### Floorplan with the power grid

The bar under the picture is 20 microns long. Pins as bars on the die edge. Tap cells in grey.
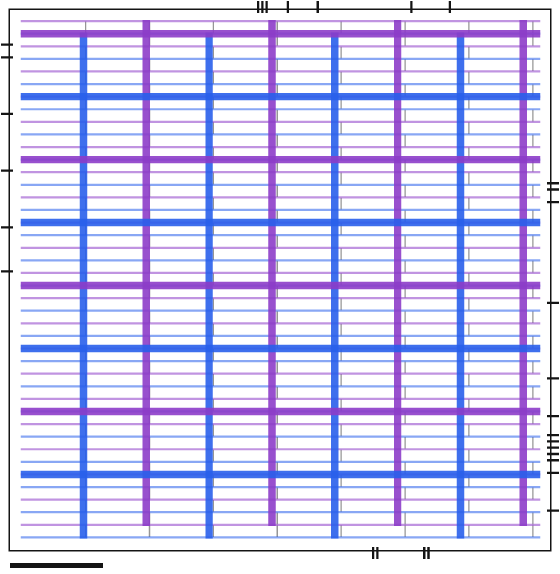
### Placement by cell class

The bar under the picture is 20 microns long.
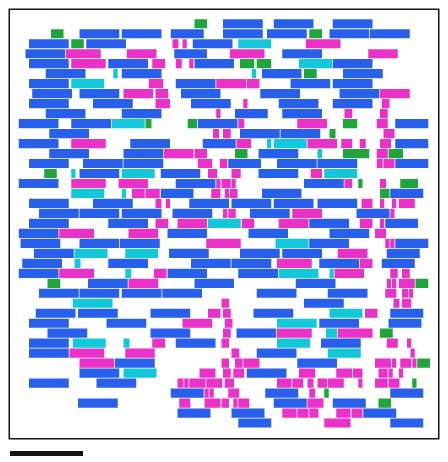
### Clock network drawn from the DEF

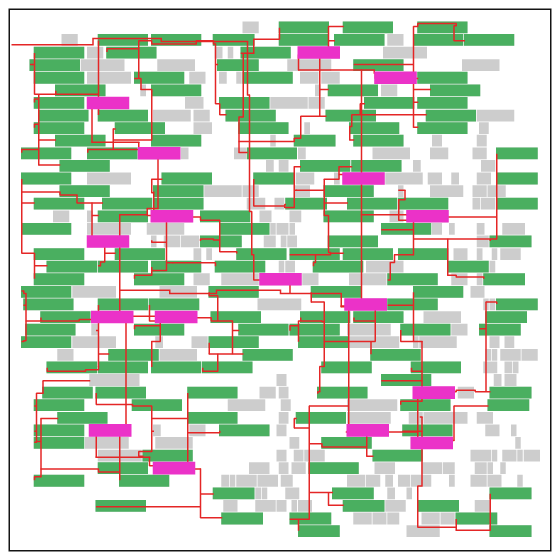
===== src/rtl/uart_tx_fifo_if.sv =====
// Handshake bundle between the core store path, the TX byte FIFO and the UART serializer.
// slave = FIFO side, master = core/serializer side.
interface uart_tx_fifo_if #(
    parameter int PTR_W = 4
);
    logic             wr_i;
    logic [7:0]       wr_dat_i;
    logic             ovf_clr_i;
    logic             tx_busy_i;
    logic             tx_wr_o;
    logic [7:0]       tx_dat_o;
    logic             full_o;
    logic             empty_o;
    logic [PTR_W:0]   count_o;
    logic             ovf_o;

    modport slave (
        input  wr_i, wr_dat_i, ovf_clr_i, tx_busy_i,
        output tx_wr_o, tx_dat_o, full_o, empty_o, count_o, ovf_o
    );

    modport master (
        output wr_i, wr_dat_i, ovf_clr_i, tx_busy_i,
        input  tx_wr_o, tx_dat_o, full_o, empty_o, count_o, ovf_o
    );
endinterface


===== src/rtl/uart_tx_fifo.sv =====
// Byte FIFO feeding the UART serializer, drained one byte per strobe paced by tx_busy_i.
// Optional status read port enabled by defining UART_TXFIFO_STATUS_EN.
module uart_tx_fifo #(
    parameter int DEPTH   = 16,
    parameter int PTR_W   = 4,
    parameter int BUSY_TO = 4
`ifdef UART_TXFIFO_STATUS_EN
    , parameter logic [31:0] STATUS_ADDR = 32'hffffff04
`endif
) (
    input  logic                  sys_clk_i,
    input  logic                  sys_rstn_i,
    uart_tx_fifo_if.slave         bus
`ifdef UART_TXFIFO_STATUS_EN
    , input  logic [31:0]         rd_addr_i
    , output logic [31:0]         rd_data_o
`endif
);
    localparam int             TMR_W     = (BUSY_TO > 1) ? $clog2(BUSY_TO) : 1;
    localparam logic [TMR_W-1:0] TMR_LAST = TMR_W'(BUSY_TO - 1);
    localparam logic [PTR_W:0] DEPTH_CNT = (PTR_W + 1)'(DEPTH);

    typedef enum logic [1:0] {IDLE, ISSUE, WAIT_BUSY, WAIT_DONE} state_e;

    state_e             state_q, state_d;
    logic [7:0]         mem_q [DEPTH];
    logic [PTR_W-1:0]   wr_ptr_q, wr_ptr_d;
    logic [PTR_W-1:0]   rd_ptr_q, rd_ptr_d;
    logic [PTR_W:0]     count_q, count_d;
    logic               ovf_q, ovf_d;
    logic               tx_wr_q, tx_wr_d;
    logic [7:0]         tx_dat_q, tx_dat_d;
    logic [TMR_W-1:0]   tmr_q, tmr_d;
    logic               full, empty, pop, push;

    assign full  = (count_q == DEPTH_CNT);
    assign empty = (count_q == '0);
    assign pop   = (state_q == ISSUE);
    // A full FIFO still takes a byte when the ISSUE cycle frees a slot at the same edge.
    assign push  = bus.wr_i && (!full || pop);

    always_comb begin
        // NOTE: every comb output gets a default first so no path can infer a latch.
        wr_ptr_d = wr_ptr_q;
        rd_ptr_d = rd_ptr_q;
        count_d  = count_q;
        ovf_d    = ovf_q;
        if (push) wr_ptr_d = wr_ptr_q + PTR_W'(1);
        if (pop)  rd_ptr_d = rd_ptr_q + PTR_W'(1);
        unique case ({push, pop})
            2'b10:   count_d = count_q + (PTR_W + 1)'(1);
            2'b01:   count_d = count_q - (PTR_W + 1)'(1);
            default: count_d = count_q;
        endcase
        if (bus.wr_i && !push) ovf_d = 1'b1;
        else if (bus.ovf_clr_i) ovf_d = 1'b0;
    end

    // NOTE: storage has no reset; entries are only read after being written, so reset just clears the pointers.
    always_ff @(posedge sys_clk_i) begin
        if (push) mem_q[wr_ptr_q] <= bus.wr_dat_i;
    end

    // NOTE: all sequential state uses non-blocking assignments so every flop sees pre-edge values.
    always_ff @(posedge sys_clk_i or negedge sys_rstn_i) begin
        if (!sys_rstn_i) begin
            wr_ptr_q <= '0;
            rd_ptr_q <= '0;
            count_q  <= '0;
            ovf_q    <= 1'b0;
        end else begin
            wr_ptr_q <= wr_ptr_d;
            rd_ptr_q <= rd_ptr_d;
            count_q  <= count_d;
            ovf_q    <= ovf_d;
        end
    end

    always_ff @(posedge sys_clk_i or negedge sys_rstn_i) begin
        if (!sys_rstn_i) begin
            state_q  <= IDLE;
            tx_wr_q  <= 1'b0;
            tx_dat_q <= 8'h00;
            tmr_q    <= '0;
        end else begin
            state_q  <= state_d;
            tx_wr_q  <= tx_wr_d;
            tx_dat_q <= tx_dat_d;
            tmr_q    <= tmr_d;
        end
    end

    always_comb begin
        state_d = state_q;
        unique case (state_q)
            IDLE:      if (!empty && !bus.tx_busy_i) state_d = ISSUE;
            ISSUE:     state_d = WAIT_BUSY;
            WAIT_BUSY: begin
                if (bus.tx_busy_i)         state_d = WAIT_DONE;
                else if (tmr_q == TMR_LAST) state_d = IDLE;
            end
            WAIT_DONE: if (!bus.tx_busy_i) state_d = IDLE;
            default:   state_d = IDLE;
        endcase
    end

    // Outputs are registered against the next state so tx_wr_o is high exactly while in ISSUE.
    always_comb begin
        tx_wr_d  = (state_d == ISSUE);
        tx_dat_d = (state_d == ISSUE) ? mem_q[rd_ptr_q] : tx_dat_q;
        tmr_d    = (state_q == WAIT_BUSY) ? tmr_q + TMR_W'(1) : '0;
    end

    assign bus.tx_wr_o  = tx_wr_q;
    assign bus.tx_dat_o = tx_dat_q;
    assign bus.full_o   = full;
    assign bus.empty_o  = empty;
    assign bus.count_o  = count_q;
    assign bus.ovf_o    = ovf_q;

`ifdef UART_TXFIFO_STATUS_EN
    always_comb begin
        rd_data_o = 32'h0;
        if (rd_addr_i == STATUS_ADDR) begin
            rd_data_o[15]      = ovf_q;
            rd_data_o[14]      = full;
            rd_data_o[13]      = empty;
            rd_data_o[12]      = (state_q != IDLE);
            rd_data_o[PTR_W:0] = count_q;
        end
    end
`endif
endmodule


===== src/flat_wrapper.sv =====
// flat-port wrapper written by rule: the top's interface ports become plain ports
module uart_tx_fifo_flat 
#(
    parameter int DEPTH   = 16,
    parameter int PTR_W   = 4,
    parameter int BUSY_TO = 4

)
  (sys_clk_i, sys_rstn_i, bus_wr_i, bus_wr_dat_i, bus_ovf_clr_i, bus_tx_busy_i, bus_tx_wr_o, bus_tx_dat_o, bus_full_o, bus_empty_o, bus_count_o, bus_ovf_o);
  uart_tx_fifo_if #(.PTR_W(PTR_W)) bus_i ();
  input  logic sys_clk_i;
  input  logic sys_rstn_i;
  input wire logic [$bits(bus_i.wr_i)-1:0] bus_wr_i;
  input wire logic [$bits(bus_i.wr_dat_i)-1:0] bus_wr_dat_i;
  input wire logic [$bits(bus_i.ovf_clr_i)-1:0] bus_ovf_clr_i;
  input wire logic [$bits(bus_i.tx_busy_i)-1:0] bus_tx_busy_i;
  output wire logic [$bits(bus_i.tx_wr_o)-1:0] bus_tx_wr_o;
  output wire logic [$bits(bus_i.tx_dat_o)-1:0] bus_tx_dat_o;
  output wire logic [$bits(bus_i.full_o)-1:0] bus_full_o;
  output wire logic [$bits(bus_i.empty_o)-1:0] bus_empty_o;
  output wire logic [$bits(bus_i.count_o)-1:0] bus_count_o;
  output wire logic [$bits(bus_i.ovf_o)-1:0] bus_ovf_o;
  assign bus_i.wr_i = bus_wr_i;
  assign bus_i.wr_dat_i = bus_wr_dat_i;
  assign bus_i.ovf_clr_i = bus_ovf_clr_i;
  assign bus_i.tx_busy_i = bus_tx_busy_i;
  assign bus_tx_wr_o = bus_i.tx_wr_o;
  assign bus_tx_dat_o = bus_i.tx_dat_o;
  assign bus_full_o = bus_i.full_o;
  assign bus_empty_o = bus_i.empty_o;
  assign bus_count_o = bus_i.count_o;
  assign bus_ovf_o = bus_i.ovf_o;
  uart_tx_fifo #(.DEPTH(DEPTH), .PTR_W(PTR_W), .BUSY_TO(BUSY_TO)) u_core (.sys_clk_i(sys_clk_i), .sys_rstn_i(sys_rstn_i), .bus(bus_i));
endmodule

===== config.mk =====
export PLATFORM = sky130hd
export DESIGN_NAME = uart_tx_fifo_flat
export DESIGN_NICKNAME = d
export VERILOG_FILES = /design/src/rtl/uart_tx_fifo_if.sv /design/src/rtl/uart_tx_fifo.sv /design/src/flat_wrapper.sv
export SDC_FILE = /design/constraint.sdc
export NUM_CORES = 1
export LEC_CHECK = 0
export CAP_MARGIN = 20
export CORE_MARGIN = 2
export CORE_UTILIZATION = 50
export DETAILED_ROUTE_END_ITERATION = 8
export DONT_BUFFER_PORTS = 1
export GPL_TIMING_DRIVEN = 0
export HOLD_SLACK_MARGIN = 0.05
export PLACE_DENSITY_LB_ADDON = 0.05
export RECOVER_POWER = 25
export SLEW_MARGIN = 40
export SYNTH_ARGS = -nofsm -noshare
export SYNTH_HDL_FRONTEND = slang
export SYNTH_SLANG_ARGS = --single-unit

===== constraint.sdc =====
create_clock -name sys_clk_i -period 2.6 [get_ports sys_clk_i]
set_input_delay 0.26 -clock sys_clk_i [delete_from_list [all_inputs] [get_ports sys_clk_i]]
set_output_delay 0.26 -clock sys_clk_i [all_outputs]
set_load 0.02 [all_outputs]

==> CHANGELOG.md <==
### Metrics

* CTS Buffer Depth at 2
* Post-synth top cells: edfxtp_1 (128), dfrtp_1 (27), mux4_2 (18)
* Hold WC Path Type: input pin to register
* Ports at 30
* Max-slew violation count at 28
* Max Cap Viol at 1
* Yosys warns at 0
* Post-Syn Area at 6340 sq um
* Outcome: complete, but fails checks
* GRT Overall Usage at between 10% and 20%
* Final setup TNS at 0 ns
* Combinational share of power at 28.0%
* Yosys reg bits at 155
* Clk latency late pin at 0.42 ns
* Tool warning count at 30
* DIE AREA at 13600 sq um
* Failing checks: max-capacitance violations, max-slew violations
* Post-placement setup slack at -0.0843 ns
* Post-synth EDFFs at roughly 130
* Htree depth at 4
* Vias per cell at 5.49
* Worst setup margin at 0.115 ns
* Int Pwr at between 0.005 and 0.006 W
* Root buffer cell: clkbuf_16
* TritonRoute pass-1 iters at 4
* Design Area, Final at 7260 sq um
* Mapped Cells at 327
Back to the opening pictures, 'Floorplan with the power grid':
| net | colour |
|---|---|
| VSS | blue |
| VDD | purple |
signal pins: 30
met4 straps: 8
met5 straps: 8
met1 rails: 42
die width: 117 microns
Max VDD drop: 0.499 mV
Core ar.: 12500 sq um

Back to the opening pictures, 'Placement by cell class':
| class | colour | cells | share of their area |
|---|---|---|---|
| remaining buffers and delay cells | green | 25 | 3.3% |
| combinational and other logic | magenta | 159 | 24% |
| sequential cells | blue | 155 | 64% |
| clock drivers and dummy loads | cyan | 31 | 8.0% |
row count: 41
Finished Core Util: 58.0%

Back to the opening pictures, 'Clock network drawn from the DEF':
[clock wires] red | length: 1750 microns
[clock drivers] magenta | count: 17
[flip-flops] green | count: 155
routed clock nets: 18
Final Skew: 0.00711 ns
power share of the clock group: 29.3%

-- worst paths after layout --
kind / from / to / slack, ns / cells past startpoint
setup / recovery: u_core.state_q[1] / u_core.mem_q[4][3] / 0.12 / 4
hold / removal: bus_wr_i / u_core.bus.ovf_o / 0.08 / 2
setup reg to reg: u_core.state_q[1] / u_core.mem_q[4][3] / 0.12 / 4
hold reg to reg: u_core.tmr_q[0] / u_core.tmr_q[0] / 0.45 / 1
max in group asynchronous: sys_rstn_i / u_core.bus.tx_dat_o[3] / 0.80 / 2
min in group asynchronous: sys_rstn_i / u_core.bus.count_o[3] / 0.83 / 2
-- kinds of logic after synthesis --
kind of cell    Yosys count  synth area share [%]
buf+inv                  23                  2.50
fa+ha+maj                10                  2.09
mux                      54                  15.8
simple gates             51                  4.36
xor+xnor                 10                  1.38
compound gates           24                  2.60
flops                   155                  71.2
-- placed cells by master, fill, tap and decap left out, types with 10 or more instances in the layout --
cell           netlist  layout
mux4_2              18      18
dfrtp_1             27      27
clkbuf_16            0      17
mux4_1              14      14
dlygate4sd3_1        0      11
inv_1               10      10
mux2i_1             14      14
edfxtp_1           128     128
nand2_1             15      15
-- critical path: stages, from the launching register on --
cell	delay, ns
dfrtp_1	0.42
nand2b_1	0.27
a31oi_2	0.49
nand3b_1	0.37
nor2_2	0.56
-- power groups by stage --
| stage | Clock (W) | Combinational [W] | Sequential (W) |
|---|---|---|---|
| floorplan | 0 | 0.00174 | 0.00345 |
| global placement | 0 | 0.00224 | 0.00351 |
| detailed placement | 0 | 0.00226 | 0.00353 |
| CTS | 0.00243 | 0.00233 | 0.00349 |
| global route | 0.00254 | 0.00251 | 0.00353 |
| finish | 0.00239 | 0.00228 | 0.00348 |
-- metal layers --
| metal | up-vias | routed length (microns) |
|---|---|---|
| met4 | 0 | 167 |
| met2 | 62 | 6290 |
| li1 | 1363 | - |
| met3 | 12 | 412 |
| met1 | 1540 | 5390 |
| met5 | - | 0 |
-- metrics by stage --
stage / utilization [%] / power, W / std cells
2_1_floorplan: - / 0.00519 / 327
4_1_cts: 58.1 / 0.00825 / 542
3_3_place_gp: 52.4 / 0.00575 / 499
3_5_place_dp: 52.5 / 0.00579 / 499
5_1_grt: 58.0 / 0.00857 / 542
6_report: 58.0 / 0.00814 / 542
-- cell type report --
| cell class | count | area [sq um] | share of cell area (%) |
|---|---|---|---|
| multi-input combinational | 149 | 1690 | 23.2 |
| sequential | 155 | 4520 | 62.3 |
| tap | 172 | 215 | 2.97 |
| timing repair buffer | 12 | 114 | 1.57 |
| clock buffer | 21 | 440 | 6.07 |
| buffer | 13 | 121 | 1.67 |
| inverter | 10 | 37.5 | 0.517 |
| clock inverter | 10 | 125 | 1.72 |
-- registers in the layout, indices dropped and copies added, names as in the netlist --
signal / flops
u_core.bus.ovf_o: 1
u_core.bus.tx_dat_o: 8
u_core.rd_ptr_q: 4
u_core.wr_ptr_q: 4
u_core.bus.tx_wr_o: 1
u_core.bus.count_o: 5
u_core.mem_q: 128
u_core.tmr_q: 2
u_core.state_q: 2
-- what timing repair did --
item / in CTS / in global routing
endpoints found under the setup margin: 40 / 37
hold endpoints to repair: 158 / 0
hold buffers: 12 / 0
cloned: 0 / 0
gates resized: 5 / 1
No activity file was given, so power comes from the tool's default toggle rates.
